[src/rtl/sram_ctrl_pkg.sv]
// Shared types and defaults for the set-array SRAM initiator.
package sram_ctrl_pkg;
  localparam int SETS_DFLT  = 512;
  localparam int WAYS_DFLT  = 4;
  localparam int WAY_W_DFLT = 19;

  typedef enum logic [0:0] {
    INIT = 1'b0,
    IDLE = 1'b1
  } state_e;

  // Low bit of way i inside a WAYS*WAY_W data word.
  function automatic int way_slice(input int i);
    return i * WAY_W_DFLT;
  endfunction
endpackage

[src/rtl/sram_resp_skid.sv]
// One-entry response skid absorbing the fixed 1-cycle SRAM read latency.
// Optional macro SRAM_RDATA_HOLD_EN keeps the last delivered data on resp_rdata when idle.
module sram_resp_skid #(
  parameter int DW = 76
) (
  input  logic          clk,
  input  logic          rst_n,
  input  logic          rd_fire,
  input  logic          resp_ready,
  input  logic [DW-1:0] sram_rdata,
  output logic          buf_valid,
  output logic          resp_valid,
  output logic [DW-1:0] resp_rdata
);
  logic          rd_pend_q, rd_pend_d;
  logic          buf_valid_q, buf_valid_d;
  logic [DW-1:0] buf_q, buf_d;
  logic [DW-1:0] mux_data;

  always_comb begin
    rd_pend_d   = rd_pend_q;
    buf_valid_d = buf_valid_q;
    buf_d       = buf_q;
    if (buf_valid_q) begin
      // No read can fire while buffered, so a pending result stays put in the SRAM.
      if (resp_ready) buf_valid_d = 1'b0;
    end else begin
      rd_pend_d = rd_fire;
      if (rd_pend_q && !resp_ready) begin
        buf_valid_d = 1'b1;
        buf_d       = sram_rdata;
      end
    end
  end

  always_ff @(posedge clk) begin
    if (!rst_n) begin
      rd_pend_q   <= 1'b0;
      buf_valid_q <= 1'b0;
    end else begin
      rd_pend_q   <= rd_pend_d;
      buf_valid_q <= buf_valid_d;
    end
  end

  always_ff @(posedge clk) buf_q <= buf_d;

  assign buf_valid  = buf_valid_q;
  assign resp_valid = buf_valid_q | rd_pend_q;
  assign mux_data   = buf_valid_q ? buf_q : sram_rdata;

`ifdef SRAM_RDATA_HOLD_EN
  logic [DW-1:0] last_q;
  always_ff @(posedge clk) begin
    if (!rst_n) last_q <= '0;
    else if (resp_valid && resp_ready) last_q <= mux_data;
  end
  assign resp_rdata = resp_valid ? mux_data : last_q;
`else
  assign resp_rdata = resp_valid ? mux_data : '0;
`endif
endmodule

[src/rtl/sram_array_ctrl.sv]
// RW0 initiator for the way-masked set-array SRAM: clear sweep after reset, then request issue.
// Optional macro SRAM_RDATA_HOLD_EN (handled in sram_resp_skid) holds idle resp_rdata.
module sram_array_ctrl
  import sram_ctrl_pkg::*;
#(
  parameter int  SETS   = SETS_DFLT,
  parameter int  ADDR_W = $clog2(SETS),
  parameter int  WAYS   = WAYS_DFLT,
  parameter int  WAY_W  = WAY_W_DFLT,
  localparam int DW     = WAYS * WAY_W
) (
  input  logic              clock,
  input  logic              reset_n,
  input  logic              req_valid,
  output logic              req_ready,
  input  logic              req_write,
  input  logic [ADDR_W-1:0] req_addr,
  input  logic [DW-1:0]     req_wdata,
  input  logic [WAYS-1:0]   req_waymask,
  output logic              resp_valid,
  input  logic              resp_ready,
  output logic [DW-1:0]     resp_rdata,
  output logic              init_done,
  output logic              RW0_clk,
  output logic              RW0_en,
  output logic              RW0_wmode,
  output logic [ADDR_W-1:0] RW0_addr,
  output logic [DW-1:0]     RW0_wdata,
  output logic [WAYS-1:0]   RW0_wmask,
  input  logic [DW-1:0]     RW0_rdata
);
  state_e            state_q, state_d;
  logic [ADDR_W-1:0] cnt_q, cnt_d;
  logic              buf_valid;
  logic              fire;

  always_comb begin
    state_d = state_q;
    cnt_d   = cnt_q;
    if (state_q == INIT) begin
      cnt_d = cnt_q + ADDR_W'(1);
      if (cnt_q == ADDR_W'(SETS - 1)) state_d = IDLE;
    end
  end

  always_ff @(posedge clock) begin
    if (!reset_n) begin
      state_q <= INIT;
      cnt_q   <= '0;
    end else begin
      state_q <= state_d;
      cnt_q   <= cnt_d;
    end
  end

  assign init_done = (state_q == IDLE);
  assign req_ready = init_done && !buf_valid;
  assign fire      = req_valid && req_ready;
  assign RW0_clk   = clock;

  always_comb begin
    RW0_en    = 1'b0;
    RW0_wmode = 1'b0;
    RW0_addr  = '0;
    RW0_wdata = '0;
    RW0_wmask = '0;
    if (state_q == INIT) begin
      RW0_en    = 1'b1;
      RW0_wmode = 1'b1;
      RW0_addr  = cnt_q;
      RW0_wmask = '1;
    end else if (fire) begin
      RW0_en    = 1'b1;
      RW0_wmode = req_write;
      RW0_addr  = req_addr;
      if (req_write) begin
        RW0_wdata = req_wdata;
        RW0_wmask = req_waymask;
      end
    end
  end

  sram_resp_skid #(.DW(DW)) u_skid (
    .clk        (clock),
    .rst_n      (reset_n),
    .rd_fire    (fire && !req_write),
    .resp_ready (resp_ready),
    .sram_rdata (RW0_rdata),
    .buf_valid  (buf_valid),
    .resp_valid (resp_valid),
    .resp_rdata (resp_rdata)
  );
endmodule

[config.mk]
export PLATFORM = sky130hd
export DESIGN_NAME = sram_array_ctrl
export DESIGN_NICKNAME = d
export VERILOG_FILES = /design/src/rtl/sram_ctrl_pkg.sv /design/src/rtl/sram_resp_skid.sv /design/src/rtl/sram_array_ctrl.sv
export SDC_FILE = /design/constraint.sdc
export NUM_CORES = 1
export LEC_CHECK = 0
export CORE_AREA = 5 5 140 142
export CTS_CLUSTER_DIAMETER = 40
export DETAILED_ROUTE_END_ITERATION = 16
export DIE_AREA = 0 0 145 147
export SYNTH_ARGS = -nofsm -noshare
export SYNTH_HDL_FRONTEND = slang
export SYNTH_SLANG_ARGS = --single-unit
[constraint.sdc]
create_clock -name clock -period 5.05 [get_ports clock]
set_input_delay 0.505 -clock clock [delete_from_list [all_inputs] [get_ports clock]]
set_output_delay 0.505 -clock clock [all_outputs]
set_load 0.005 [all_outputs]
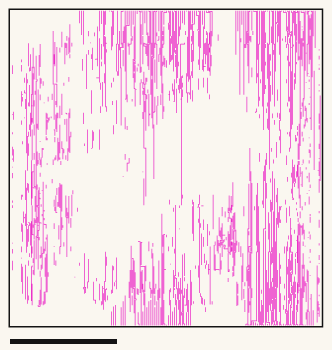
*Met2 routing, run 1*
Bar = 50 µm.
- share of all routed wire: 53%
- main direction: vertical
- wire length on this layer: 9020 µm

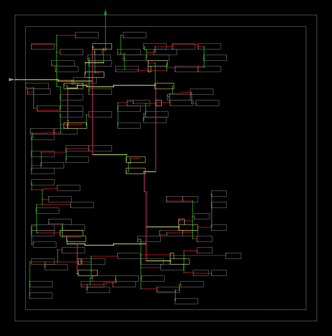
*Clock nets, run 1*
Clk power: 0.785 mW
clk_buf instances: 13

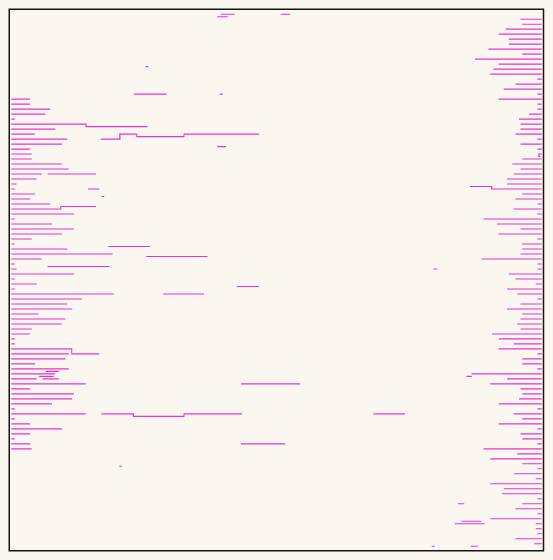
*Metal 3, run 1*
- nets with wire on the layer: 193
- longest straight run: 27.6 µm
- wire length on this layer: 1660 µm
- main direction: horizontal

==> flow_summary.yaml, run 1 <==
# synthesis and place-and-route metrics
status:
  status: "complete, no violations"
yosys:
  syn-num-nets: 524
  ys_async_sr_fraction: 0
  synthCells: 352
  muxShareOfSynthArea: 0.00932
  common_cells: "and2_1, a22o_1, edfxtp_1"
  synth.most_common_cell: "and2_1"
  ff_type: "edfxtp_1"
  yosys_warnings: 0
  ys_ff: 88
  syn_avg_cell_area_um2: 12.2
critical_path:
  critPathCapture: "RW0_clk"
  slowest_stage: "clkdlybuf4s50_1"
  worstPathArrival_ns: 3.22
  cp_num_cells: 3
  critPathRequiredTime_ns: 4.55
  worst-path-buf-inv: 3
  crit_path_start_kind: "clock port"
  cp_max_fo: 2
  worstSetupPathType: "clock port to output port"
  cpPeakStageDelay_ns: 0.44
  crit_path_start: "clock"
  r2r-start: "u_skid.rd_pend_q"
final_timing:
  relSlewSlack: 0.313
  report.final.setup_viol: 0
  holdWs_ns: 0.488
global_route:
  grt_max_degree: 82
  grt.busiest_layer: "met2"
  grt_use_met3: 0.0654
  first_global_vias: 4214
  grt_use_met2: 0.269
  grtUsageTotal: 0.150
  grt_overflow: 0
  antenna_found_initial: 6
cells_and_area:
  final_cell_area_um2: 8250
  antenna_cells: 5
  largestClassByArea: "buffers"
  final_cell_mix: "clkdlybuf4s50_1, and2_1, a22o_1, edfxtp_1, nand2_1"
  fill_cells: 1687
  nNonClkBuffers: 343
  sh_comb_area: 0.191
  logic_area_um2: 1580
  largest_reg_flops: 76
  seq_area_frac: 0.306
routing:
  drt-vias-per-instance: 4.42
  met1_length_mm: 5.99
  antenna_left: 0
  drt_iter0_markers: 138
  post_drt_wl_per_cell_um: 18.5
  vias: 4078
  drc: 0
floorplan:
  die_x_um: 145
  num_io_pins: 341
  tapCellCount: 234
  placementRows: 50
pwr:
  power.switching_mw: 0.328
  p_leak_nw: 2.84
  comb_power_mw: 0.155
  power_sequential_mw: 0.792
  switching_share: 0.190
job:
  tool_warnings: 27
  maxCapViolCount: 0
clock_tree:
  cts_setup_buffers: 0
  cts_tree: "done"
  clkLatencyLatePin_ns: 0.45
  clkSlewWorstSetupHoldPaths_ns: 0.06
  cts_resized: 0
worst_hold_path:
  min-delay-start: "cnt_q[7]"
### Power grid, run 1

Bar = 50 µm. Pins as bars on the die edge.
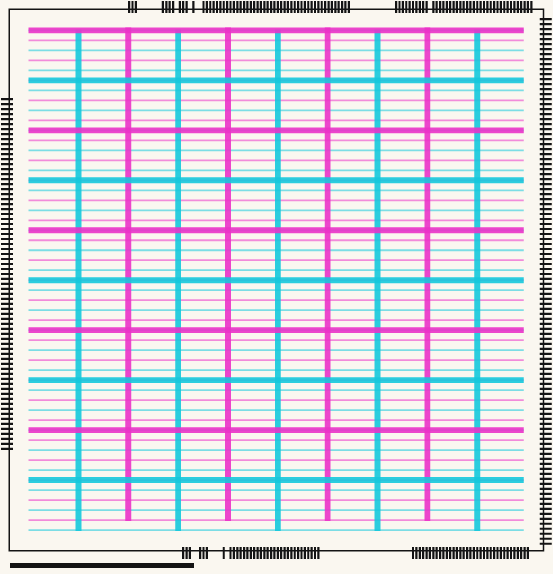

==> run 2: changes to the inputs <==
- clock period: 5.05 -> 3.2 ns (I/O delays scaled with it)
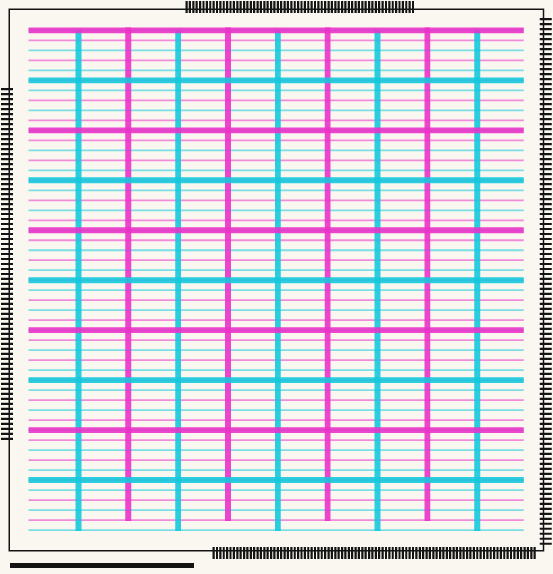
*Power grid, run 2*
Bar = 50 µm. Pins as bars on the die edge.
- magenta: VDD
- cyan: VSS
- met4 straps: 9
- met1 rails: 51

==> flow_summary.yaml, run 2 <==
# synthesis and place-and-route metrics
clock_tree:
  clkSlewWorstSetupHoldPaths_ns: 0.07
  hold_buffers: 0
  clkLatencyLatePin_ns: 0.45
  cts_tree: "done"
  cts_setup_buffers: 0
  cts_resized: 0
worst_hold_path:
  hp-class: "primary input to register"
  min-delay-start: "RW0_rdata[56]"
  holdPathEnd: "u_skid.buf_q[56]"
  min_path_cells: 1
placement:
  post-place-cells: 902
  dpl-instance-area_um2: 7890
  numPortBuffers: 340
  gp_congestion: 0.854
  post-dp-hpwl_mm: 15.5
  pre_cts_ws_ns: 0.465
global_route:
  grt_use_met3: 0.0564
  grt_max_degree: 82
  first_global_vias: 4536
  globalRouteMet1Util: 0.171
  antenna_found_initial: 5
  grt_overflow: 0
  grt_use_met2: 0.325
  grt.busiest_layer: "met2"
  grt_first_pass_wirelength_mm: 28.2
  grtUsageTotal: 0.174
yosys:
  yosys.stat.seqShare: 0.587
  simple_gate_area_frac: 0.169
  synth.most_common_cell: "and2_1"
  muxShareOfSynthArea: 0.00932
  synthCells: 352
  area_leaders: "edfxtp_1, a22o_1, and2_1, dfxtp_1, nand2_1"
  ys_sh_aoi: 0.174
  yosys_area_um2: 4290
  enable_flop_cells: 76
  ys_async_sr_fraction: 0
  common_cells: "and2_1, a22o_1, edfxtp_1"
  syn-num-nets: 524
  top_cell_area_share: 0.531
  ys_cells: 352
  synth-xor-area-share: 0.00612
  fa_ha_area_frac: 0.00583
  top_logic_kind: "AND-OR/OR-AND gates"
  yosys_warnings: 0
  synth.distinct_cells: 30
  synth_top_cell_by_area: "edfxtp_1"
  syn_avg_cell_area_um2: 12.2
  ff_type: "edfxtp_1"
  ys_ff: 88
final_timing:
  report.final.setup_viol: 0
  fin_crit_sh: 0.936
  fmax_mhz: 334
  relSlewSlack: 0.606
  fin_setup_tns_ns: 0
  tightest_slew_ns: 0.591
  fin_skew_ns: 0.00995
  setup_ws_ns: 0.205
  slew_violations: 0
  holdWs_ns: 0.449
  finalCriticalPeriod_ns: 2.99
  rsz0062_at_grt: "no"
cells_and_area:
  largestClassByArea: "buffers"
  final_cell_mix: "clkdlybuf4s50_1, and2_1, a22o_1, edfxtp_1, nand2_1"
  fill_cells: 1694
  final_util: 0.453
  nonClkBufAreaFrac: 0.416
  largestRegisters: "u_skid.buf_q: 76 flops, cnt_q: 9 flops"
  flop-count: 88
  antenna_cells: 5
  nClkBuffers: 14
  sh_comb_area: 0.190
  synthToLayoutAreaGrowth_pct: 93.3
  logic_area_um2: 1580
  final_cell_area_um2: 8300
  drive_gt1_frac: 0.0451
  final_cells: 926
  num-multi-input-gates: 223
  num-nonclk-inverters: 9
  top_register: "u_skid.buf_q"
  clkCellAreaFrac: 0.0487
  nNonClkBuffers: 347
  largest_reg_flops: 76
  lay_top_count: "clkdlybuf4s50_1"
  seq_area_frac: 0.304
pwr:
  switching_share: 0.194
  power_sequential_mw: 1.25
  clockPowerShare: 0.477
  power_leader: "clock"
  intPower_mw: 2.31
  power_frac_comb: 0.087
  power.switching_mw: 0.556
  p_leak_nw: 2.88
  power_mw: 2.86
  power_density_nw_per_um2: 345
  pg_clk_mw: 1.37
  vdd_drop_max_mv: 0.459
  comb_power_mw: 0.248
critical_path:
  critPathCaptureType: "output port"
  cp_max_fo: 81
  timing.reg2reg.setup_slack_ns: 0.98
  r2r-start: "u_skid.buf_valid"
  rr_worst_depth: 5
  cp_cell_sequence: "and4b_2 -> buf_4 -> and2_1 -> clkdlybuf4s50_1"
  crit_path_start: "init_done"
  crit_path_start_kind: "register"
  worstSetupPathType: "register to output port"
  slowest_stage: "dfxtp_1"
  rr_endpoint: "u_skid.buf_q[25]"
  critPathCapture: "RW0_wdata[57]"
  worstPathArrival_ns: 2.67
  cp_num_cells: 4
  cp_top_family: "buffers and inverters"
  cpPeakStageDelay_ns: 0.57
  worst-path-buf-inv: 2
  critPathRequiredTime_ns: 2.88
floorplan:
  die_x_um: 145
  coreArea_um2: 18300
  chipArea_um2: 21300
  tapCellCount: 234
  fp-utilization: 0.234
  num_io_pins: 341
  placementRows: 50
job:
  tool_warnings: 27
  maxCapViolCount: 0
routing:
  drt_pass1_iterations: 4
  post_drt_wl_per_cell_um: 21.0
  dr_wl_met3_mm: 1.41
  drc: 0
  met1_length_mm: 6.91
  postRouteWirelength_mm: 19.4
  drt_iter0_markers: 101
  vias: 4194
  routed-wl-met2_mm: 10.5
  drt-vias-per-instance: 4.53
  antenna_left: 0
  routed.top_layer: "met4"
status:
  status: "complete, no violations"
### Routed metal, one colour a layer, run 2

Bar = 50 µm. Only two layers are drawn.
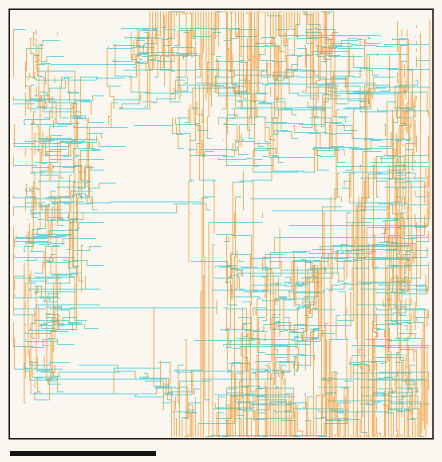

==> run 3: changes to the inputs <==
- DONT_BUFFER_PORTS: not set -> 1
- SLEW_MARGIN: not set -> 20
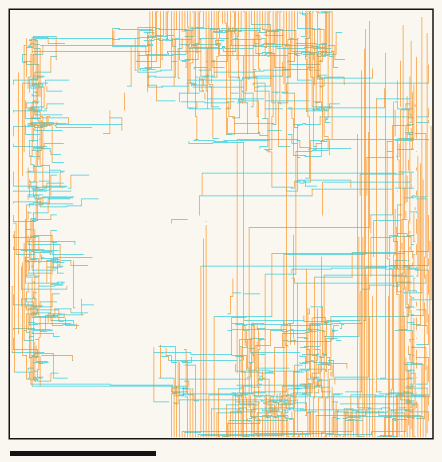
*Routed metal, one colour a layer, run 3*
Bar = 50 µm. Only two layers are drawn.
- cyan: metal 1 (wire length 5250 µm)
- orange: metal 2 (wire length 9560 µm)

==> flow_summary.yaml, run 3 <==
# synthesis and place-and-route metrics
critical_path:
  critPathRequiredTime_ns: 2.88
  critPathCapture: "RW0_addr[0]"
  slowest_stage: "buf_4"
  rr_worst_depth: 4
  timing.reg2reg.setup_slack_ns: 1.39
  crit_path_start_kind: "register"
  cp_cell_sequence: "buf_4 -> and3b_1 -> nand2_1 -> o21ai_0"
  crit_path_start: "u_skid.buf_valid"
  worstSetupPathType: "register to output port"
  r2r-start: "u_skid.buf_valid"
  cpPeakStageDelay_ns: 0.65
  cp_num_cells: 4
  critPathCaptureType: "output port"
cells_and_area:
  drive_gt1_frac: 0.0733
  largest_reg_flops: 76
  final_cell_mix: "and2_1, a22o_1, edfxtp_1, nand2_1, dfxtp_1"
  lay_top_count: "and2_1"
  clkCellAreaFrac: 0.0590
  largestRegisters: "u_skid.buf_q: 76 flops, cnt_q: 9 flops"
  num-multi-input-gates: 223
  num-nonclk-inverters: 9
  flop-count: 88
  nClkBuffers: 10
  antenna_cells: 4
  nonClkBufAreaFrac: 0.0105
  synthToLayoutAreaGrowth_pct: 11.1
  sh_comb_area: 0.331
  largestClassByArea: "sequential cells"
  final_util: 0.260
  final_cell_area_um2: 4770
  top_register: "u_skid.buf_q"
  final_cells: 579
yosys:
  common_cells: "and2_1, a22o_1, edfxtp_1"
  simple_gate_area_frac: 0.169
  ys_sh_aoi: 0.174
  yosys_warnings: 0
  ys_cells: 352
  ys_async_sr_fraction: 0
  ys_ff: 88
  synth.most_common_cell: "and2_1"
  synth.distinct_cells: 30
  top_cell_area_share: 0.531
  syn-num-nets: 524
  top_logic_kind: "AND-OR/OR-AND gates"
  yosys_area_um2: 4290
  area_leaders: "edfxtp_1, a22o_1, and2_1, dfxtp_1, nand2_1"
  enable_flop_cells: 76
  synthCells: 352
pwr:
  comb_power_mw: 0.0164
  pg_clk_mw: 1.01
  power_sequential_mw: 1.25
  intPower_mw: 1.79
  p_leak_nw: 1.56
  power_density_nw_per_um2: 478
  switching_share: 0.214
  vdd_drop_max_mv: 0.225
  power.switching_mw: 0.488
routing:
  routed.top_layer: "met4"
  vias: 2955
  post_drt_wl_per_cell_um: 28.9
  met1_length_mm: 5.25
  drt-vias-per-instance: 5.10
  dr_wl_met3_mm: 1.59
  routed-wl-met2_mm: 9.56
  postRouteWirelength_mm: 16.7
floorplan:
  fp-utilization: 0.234
  die_x_um: 145
  tapCellCount: 234
  chipArea_um2: 21300
global_route:
  grt_max_degree: 81
  grt_first_pass_wirelength_mm: 23.0
  antenna_found_initial: 15
  grt.busiest_layer: "met2"
  grt_use_met2: 0.287
  globalRouteMet1Util: 0.139
  grt_overflow: 0
final_timing:
  fin_skew_ns: 0.0107
  rsz0062_at_grt: "no"
  fmax_mhz: 422
  relSlewSlack: 0.448
  fin_crit_sh: 0.740
  fin_setup_tns_ns: 0
clock_tree:
  cts_resized: 0
  hold_buffers: 0
  clkSlewWorstSetupHoldPaths_ns: 0.07
  cts_tree: "done"
worst_hold_path:
  min_path_cells: 0
placement:
  gp_congestion: 0.880
  post-dp-hpwl_mm: 13.6
  post-place-cells: 559
status:
  status: "complete, no violations"
job:
  maxCapViolCount: 0
No activity file was given, so power comes from the tool's default toggle rates.
